[src/rtl/snake_pixel_renderer.sv]
`default_nettype none
// +------------------------------------------------------------------------+
// | Module : snake_pixel_renderer                                          |
// | Desc   : Playfield cell RAM to 1-bit RGB colour stage with sync delay. |
// |          Optional macro GRID_LINES_EN draws blue cell grid lines.      |
// | Rev    : 1.0  initial release                                          |
// +------------------------------------------------------------------------+
module snake_pixel_renderer #(
  parameter int GRID_W     = 40,
  parameter int GRID_H     = 30,
  parameter int CELL_SHIFT = 4
) (
  input  logic       clk,
  input  logic       rst_n,
  input  logic       hsync_in,
  input  logic       vsync_in,
  input  logic       activevideo_in,
  input  logic [9:0] x_px,
  input  logic [9:0] y_px,
  input  logic       wr_en,
  input  logic [5:0] wr_x,
  input  logic [4:0] wr_y,
  input  logic [1:0] wr_data,
  output logic       hsync,
  output logic       vsync,
  output logic       red,
  output logic       green,
  output logic       blue,
  output logic       frame_tick,
  output logic       busy
);

  localparam int          CELLS     = GRID_W * GRID_H;
  localparam logic [10:0] LAST_ADDR = 11'(CELLS - 1);
  localparam logic [5:0]  WR_COLS   = 6'(GRID_W);
  localparam logic [4:0]  WR_ROWS   = 5'(GRID_H);
  localparam logic [9:0]  PX_COLS   = 10'(GRID_W);
  localparam logic [9:0]  PX_ROWS   = 10'(GRID_H);

  localparam logic [0:0] ST_CLEAR = 1'b0;
  localparam logic [0:0] ST_RUN   = 1'b1;

  logic [0:0]  state_q, state_d;
  logic [10:0] clr_cnt_q, clr_cnt_d;
  logic        mem_we;
  logic [10:0] mem_waddr;
  logic [1:0]  mem_wdata;
  logic [1:0]  mem_q [CELLS];
  logic [1:0]  rdata_q;

  logic [3:0]  hs_pipe_q;
  logic [3:0]  vs_pipe_q;
  logic [2:0]  act_pipe_q;
  logic [10:0] addr_q;
  logic [2:0]  rgb_q, rgb_d;
  logic        tick_q;

  logic [10:0] wr_addr;
  logic [9:0]  px_col, px_row;
  logic        px_in_grid;
  logic [10:0] px_addr;

  // row*40 as shift-add; the address map assumes a 40-wide playfield
  assign wr_addr = ({6'd0, wr_y} << 5) + ({6'd0, wr_y} << 3) + {5'd0, wr_x};

  assign px_col     = x_px >> CELL_SHIFT;
  assign px_row     = y_px >> CELL_SHIFT;
  assign px_in_grid = (px_col < PX_COLS) && (px_row < PX_ROWS);
  assign px_addr    = px_in_grid ?
                      (({1'b0, px_row} << 5) + ({1'b0, px_row} << 3) + {1'b0, px_col}) :
                      11'd0;

  always_comb begin
    state_d   = state_q;
    clr_cnt_d = clr_cnt_q;
    mem_we    = 1'b0;
    mem_waddr = 11'd0;
    mem_wdata = 2'd0;
    case (state_q)
      ST_CLEAR: begin
        mem_we    = 1'b1;
        mem_waddr = clr_cnt_q;
        if (clr_cnt_q == LAST_ADDR) begin
          state_d   = ST_RUN;
          clr_cnt_d = 11'd0;
        end else begin
          clr_cnt_d = clr_cnt_q + 11'd1;
        end
      end
      default: begin
        if (wr_en && (wr_x < WR_COLS) && (wr_y < WR_ROWS)) begin
          mem_we    = 1'b1;
          mem_waddr = wr_addr;
          mem_wdata = wr_data;
        end
      end
    endcase
  end

  // RAM array and its read register carry no reset so they map onto block RAM
  always_ff @(posedge clk) begin
    if (mem_we) begin
      mem_q[mem_waddr] <= mem_wdata;
    end
    rdata_q <= mem_q[addr_q];
  end

`ifdef GRID_LINES_EN
  logic [1:0] edge_pipe_q;

  always_ff @(posedge clk) begin
    if (!rst_n) begin
      edge_pipe_q <= 2'b00;
    end else begin
      edge_pipe_q <= {edge_pipe_q[0],
                      (x_px[CELL_SHIFT-1:0] == '0) || (y_px[CELL_SHIFT-1:0] == '0)};
    end
  end
`endif

  always_comb begin
    rgb_d = 3'b000;
    if (act_pipe_q[2] && (state_q == ST_RUN)) begin
      case (rdata_q)
        2'd1:    rgb_d = 3'b010;
        2'd2:    rgb_d = 3'b110;
        2'd3:    rgb_d = 3'b100;
        default: begin
`ifdef GRID_LINES_EN
          rgb_d = edge_pipe_q[1] ? 3'b001 : 3'b000;
`else
          rgb_d = 3'b000;
`endif
        end
      endcase
    end
  end

  always_ff @(posedge clk) begin
    if (!rst_n) begin
      state_q    <= ST_CLEAR;
      clr_cnt_q  <= 11'd0;
      hs_pipe_q  <= 4'hF;
      vs_pipe_q  <= 4'hF;
      act_pipe_q <= 3'b000;
      addr_q     <= 11'd0;
      rgb_q      <= 3'b000;
      tick_q     <= 1'b0;
    end else begin
      state_q    <= state_d;
      clr_cnt_q  <= clr_cnt_d;
      hs_pipe_q  <= {hs_pipe_q[2:0], hsync_in};
      vs_pipe_q  <= {vs_pipe_q[2:0], vsync_in};
      act_pipe_q <= {act_pipe_q[1:0], activevideo_in};
      addr_q     <= px_addr;
      rgb_q      <= rgb_d;
      // falling edge of the stage-0 vsync copy
      tick_q     <= vs_pipe_q[1] & ~vs_pipe_q[0];
    end
  end

  assign hsync              = hs_pipe_q[3];
  assign vsync              = vs_pipe_q[3];
  assign {red, green, blue} = rgb_q;
  assign frame_tick         = tick_q;
  assign busy               = (state_q == ST_CLEAR);

endmodule
`default_nettype wire

[config.mk]
export PLATFORM = sky130hd
export DESIGN_NAME = snake_pixel_renderer
export DESIGN_NICKNAME = d
export VERILOG_FILES = /design/src/rtl/snake_pixel_renderer.sv
export SDC_FILE = /design/constraint.sdc
export NUM_CORES = 2
export LEC_CHECK = 0
export ABC_AREA = 0
export CAP_MARGIN = 20
export CORE_MARGIN = 4
export CORE_UTILIZATION = 58
export DETAILED_ROUTE_END_ITERATION = 8
export HOLD_SLACK_MARGIN = 0.1
export PLACE_DENSITY = 0.82
export SLEW_MARGIN = 0
export SYNTH_ARGS = -nofsm -noshare
export SYNTH_HDL_FRONTEND = slang
export SYNTH_SLANG_ARGS = --single-unit
[constraint.sdc]
create_clock -name clk -period 36 [get_ports clk]
set_clock_uncertainty 0.05 [all_clocks]
set_input_delay 10.8 -clock clk [delete_from_list [all_inputs] [get_ports clk]]
set_output_delay 10.8 -clock clk [all_outputs]
set_load 0.005 [all_outputs]
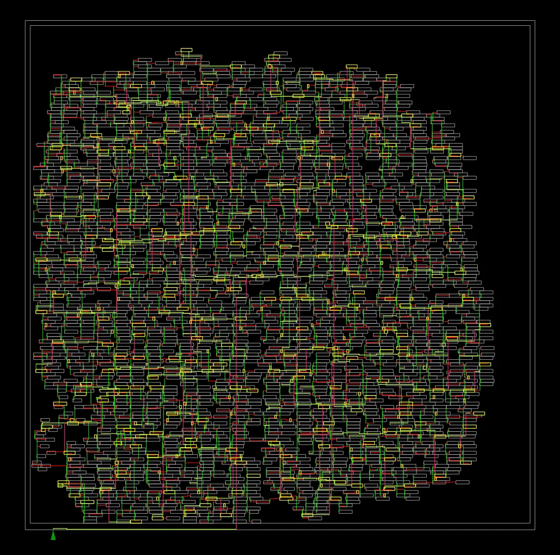
(images/clocks.png)
Seq cells: 2439
clock buffers: 273
CTS sink count: 2439
CTS Buf Count: 224

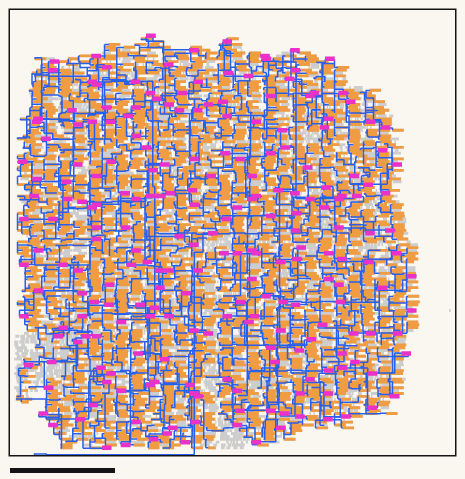
(images/clk_routes.png)
Bar = 100 um.
Key: clock wires = blue [length 26.1 mm]; clock drivers = magenta [count 224]; flip-flops = orange [count 2439]
Position of the flops: spread over the die.

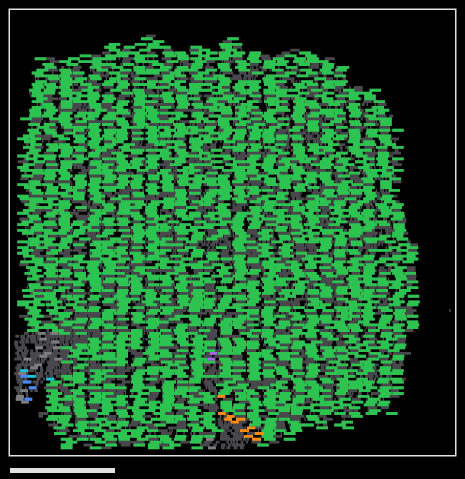
(images/flops_by_reg.png)
Bar = 100 um. Other sequential cells in the stronger grey, the rest of the logic in the fainter grey.
Key: rdata_q = purple [sequential cells 2]; mem_q = green [sequential cells 2400, where spread over the die]; act_pipe_q = cyan [sequential cells 3]; vs_pipe_q = blue [sequential cells 4, where lower left]; addr_q = orange [sequential cells 11, where bottom centre]
Another 19 sequential cells are not coloured.

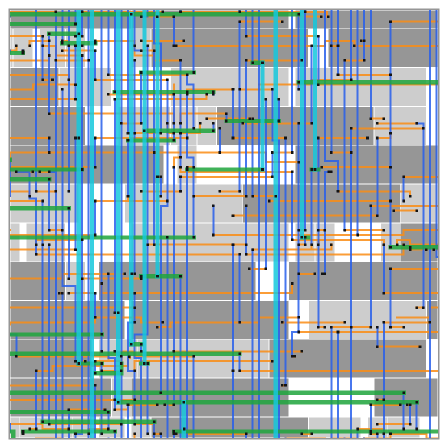
(images/detail.png)
Window x 302 to 332, y 91 to 121 um. Cells in grey, sequential cells in the stronger grey; small squares are vias.
Key: metal 1 = orange; metal 4 = cyan; metal 2 = blue; metal 3 = green
Netlist names of flops here include mem_q (15). Sequential cells in the window: 15. Most frequent: edfxtp_1 (15), nor2_1 (11), mux2i_1 (6). 47 logic cells have their middle in the window.

==> flow_summary_export.csv <==
group,metric,value,unit
grt,grt_pass1_wl,393600,um
power,ir_drop,43.44,uV
synthesis,syn_nets,5805,
grt,grt_overflow,0,
synthesis,ys_cells,5738,
routing,remaining_drc_errors,0,
die,die-area,179000,sq um
setup_path,cp_max_fo,98,
setup_path,cpMaxStageDelayCell,"buf_4",
grt,grt-busiest-layer,"met2",
cells_and_area,n_antenna_cell,21,
status,outcome,"complete, no violations",
die,fp_util,58.25,%
synthesis,mux_area_share,14.93,%
placement,post-dp-hpwl,141400,um
cells_and_area,nFillCells,10894,
placement,placed_area,102300,sq um
hold_path,whs_endpoint,"hs_pipe_q[2]$_SDFF_PN1_",
power,leakagePower,0.03761,uW
setup_path,reg2reg_from,"addr_q[0]$_SDFF_PN0_",
synthesis,xor_share,0.1315,%
routing,via_count,57374,
synthesis,ys_warn_count,0,
synthesis,adder_share,0.3807,%
cells_and_area,regArea,72870,sq um
synthesis,numSynthFlops,2439,
cells_and_area,area_growth_syn_to_layout,10.24,%
setup_path,crit_cells,7,
grt,grtUsageMet1,40.60,%
die,die_y,423.1,um
routing,ant_nets,0,
cells_and_area,final_common_cell,"edfxtp_1",
sta,fin_crit,15.42,ns
synthesis,simple_gate_area_share,6.475,%
clocking,cts_hold_buf,0,
routing,detail_route.wl_per_cell,33.70,um
Yosys cell counts (24+ instances only):
library cell and instances:
clkbuf_1 274, nand2_1 142, dfxtp_1 39, a21oi_1 69, o21ai_0 46, buf_1 33, buf_2 81, ha_1 24
nor2_1 1274, o221ai_1 39, edfxtp_1 2400, mux4_2 564, o22ai_1 40, buf_6 36, nand3_1 41, a22oi_1 84
mux2i_1 189, nor3_1 32
worst register-to-register path: stages (launching register included):
cell	delay (ns)
dfxtp_4	0.81
buf_4	0.71
buf_4	0.76
buf_4	0.76
buf_4	0.77
buf_4	0.73
mux4_2	0.63
a22oi_1	0.20
a21oi_1	0.18
nor4_1	1.02
o311ai_1	0.22
a41oi_1	0.36
o41ai_1	0.20
power breakdown:
part / internal (uW) / switching, uW
clock network: 1330 / 1050
logic: 58.1 / 118
registers: 3070 / 5.01
Power is estimated from default activity; no workload was simulated.
